**The metal 1 layer**

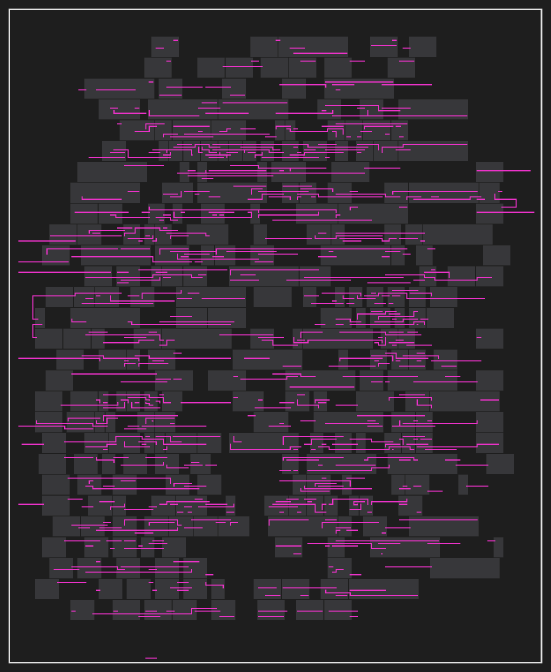
**Met2 routing**

Bar = 20 um.
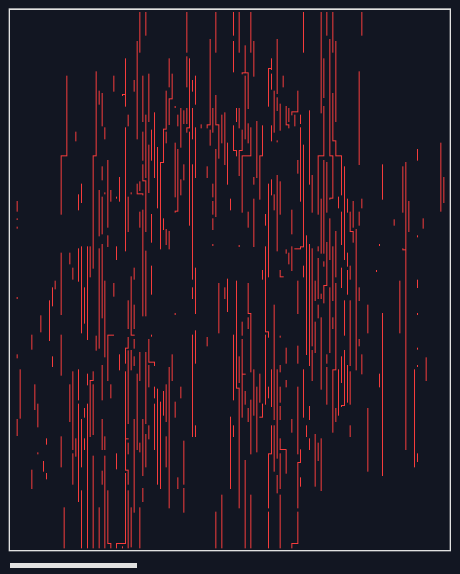
`src/rtl/hazard_ctrl.sv`:
```
// hazard_ctrl: load-use / branch-operand stall, control-flow flush and branch forwarding for a 5-stage pipeline
module hazard_ctrl (
   input  logic        clk,
   input  logic        rst_n,
   input  logic        IDEX_MemRead,
   input  logic        IDEX_RegWrite,
   input  logic [4:0]  IDEXRd,
   input  logic        EXMEM_MemRead,
   input  logic        EXMEM_RegWrite,
   input  logic [4:0]  EXMEMRd,
   input  logic [4:0]  IFIDRs,
   input  logic [4:0]  IFIDRt,
   input  logic        ID_UsesRt,
   input  logic        ID_Branch,
   input  logic        ID_BranchTaken,
   input  logic        ID_Jump,
   output logic        PC_Write,
   output logic        IFID_Write,
   output logic        IDEX_Bubble,
   output logic        IFID_Flush,
   output logic        ForwardBrA,
   output logic        ForwardBrB,
   output logic [15:0] StallCount,
   output logic [15:0] FlushCount
);
   typedef enum logic {RUN, HOLD} state_t;
   state_t state;
   logic   rem;
   logic   ld_rs, ld_rt, ex_rs, ex_rt, mld_rs, mld_rt, wb_rs, wb_rt;
   logic   need2, need1, stall;
   assign ld_rs  = IDEX_MemRead   && IFIDRs != 5'd0 && IFIDRs == IDEXRd;
   assign ld_rt  = IDEX_MemRead   && IFIDRt != 5'd0 && IFIDRt == IDEXRd;
   assign ex_rs  = IDEX_RegWrite  && IFIDRs != 5'd0 && IFIDRs == IDEXRd;
   assign ex_rt  = IDEX_RegWrite  && IFIDRt != 5'd0 && IFIDRt == IDEXRd;
   assign mld_rs = EXMEM_MemRead  && IFIDRs != 5'd0 && IFIDRs == EXMEMRd;
   assign mld_rt = EXMEM_MemRead  && IFIDRt != 5'd0 && IFIDRt == EXMEMRd;
   assign wb_rs  = EXMEM_RegWrite && IFIDRs != 5'd0 && IFIDRs == EXMEMRd;
   assign wb_rt  = EXMEM_RegWrite && IFIDRt != 5'd0 && IFIDRt == EXMEMRd;
   assign need2 = ID_Branch && (ld_rs || ld_rt);
   assign need1 = ld_rs || (ld_rt && ID_UsesRt) || (ID_Branch && (ex_rs || ex_rt || mld_rs || mld_rt));
   // rst_n gates the combinational outputs so reset takes effect without a clock edge
   assign stall       = rst_n && (state == HOLD || need2 || need1);
   assign PC_Write    = !stall;
   assign IFID_Write  = !stall;
   assign IDEX_Bubble = stall;
   assign IFID_Flush  = rst_n && (ID_BranchTaken || ID_Jump) && !stall;
   assign ForwardBrA  = rst_n && ID_Branch && wb_rs && !EXMEM_MemRead;
   assign ForwardBrB  = rst_n && ID_Branch && wb_rt && !EXMEM_MemRead;
   always_ff @(posedge clk or negedge rst_n) begin
      if (!rst_n) begin
         state      <= RUN;
         rem        <= 1'b0;
         StallCount <= 16'd0;
         FlushCount <= 16'd0;
      end else begin
         if (state == RUN) begin
            if (need2) begin
               state <= HOLD;
               rem   <= 1'b0;
            end
         end else if (rem) rem <= 1'b0;
         else state <= RUN;
         if (stall && StallCount != 16'hFFFF) StallCount <= StallCount + 16'd1;
         if (IFID_Flush && FlushCount != 16'hFFFF) FlushCount <= FlushCount + 16'd1;
      end
   end
endmodule

```
`config.mk`:
```
export PLATFORM = sky130hd
export DESIGN_NAME = hazard_ctrl
export DESIGN_NICKNAME = d
export VERILOG_FILES = /design/src/rtl/hazard_ctrl.sv
export SDC_FILE = /design/constraint.sdc
export NUM_CORES = 1
export LEC_CHECK = 0
export CORE_ASPECT_RATIO = 1.25
export CORE_MARGIN = 3
export CORE_UTILIZATION = 40
export DETAILED_ROUTE_END_ITERATION = 10
export GPL_TIMING_DRIVEN = 0
export PLACE_DENSITY_LB_ADDON = 0.15
export RECOVER_POWER = 50
export SYNTH_ARGS = -nofsm -noshare
export SYNTH_HDL_FRONTEND = slang
export SYNTH_SLANG_ARGS = --single-unit
```
`constraint.sdc`:
```
create_clock -name clk -period 2.6 [get_ports clk]
set_input_delay 0.26 -clock clk [delete_from_list [all_inputs] [get_ports clk]]
set_output_delay 0.26 -clock clk [all_outputs]
set_load 0.01 [all_outputs]
```
==> impl_metrics.tcl <==
# place-and-route summary
set metrics [dict create \
    report.final.slew_viol_count 34 \
    synth_top_area_share 0.413 \
    ys_sh_xor 0.210 \
    final_common_cell "dfrtp_1" \
    post_dp_cell_area_sq_um 2740 \
    comb_area_frac 0.400 \
    crit_start "IFIDRt[1]" \
    rr_worst_depth 7 \
    fp_util 0.420 \
    ir_drop_v 0.000261 \
    drv_cap 1 \
    status "complete, but fails checks" \
    compound_area_frac 0.0307 \
    use_met3 0.0462 \
    n_all_inverters 1 \
    critPathKind "in2out" \
    power.density_nw_per_um2 521 \
    clk_latency_ns 0.28 \
    netlist_instances 198 \
    synth-area-yosys_sq_um 2000 \
    swShare 0.296 \
    clkTransAtPathRegs_ns 0.06 \
    yosys_most_used_dff "dfrtp_1" \
    violations "max-capacitance violations, max-slew violations" \
    logic_area_sq_um 1130 \
    endpoint_kind "output port" \
    top_power_group "registers" \
    crit_end "IDEX_Bubble" \
    nFillCells 460 \
    tns_ns 0 \
    maxSlewHeadroom -0.190 \
    viasPerCell 5.30 \
    cts.repair.resized 26 \
    grt_pass1_wl_mm 8.21 \
    die_width_um 69.2 \
    wl_per_cell_um 14.4 \
    timing.final.ws_setup_ns 0.0769 \
    area_growth_pct 41.5 \
    critPathRequiredTime_ns 2.34 \
    taps 60 \
]
## Picture notes: 'the metal 1 layer'
main direction: horizontal
wire length on this layer: 2100 um
share of all routed wire: 44%
longest straight run: 24.8 um
nets with wire on the layer: 259
Vias: 1771
global routing usage on met1: 0.207

## Picture notes: 'met2 routing'
main direction: vertical
wire length on this layer: 2400 um
nets with wire on the layer: 269
longest straight run: 45.2 um

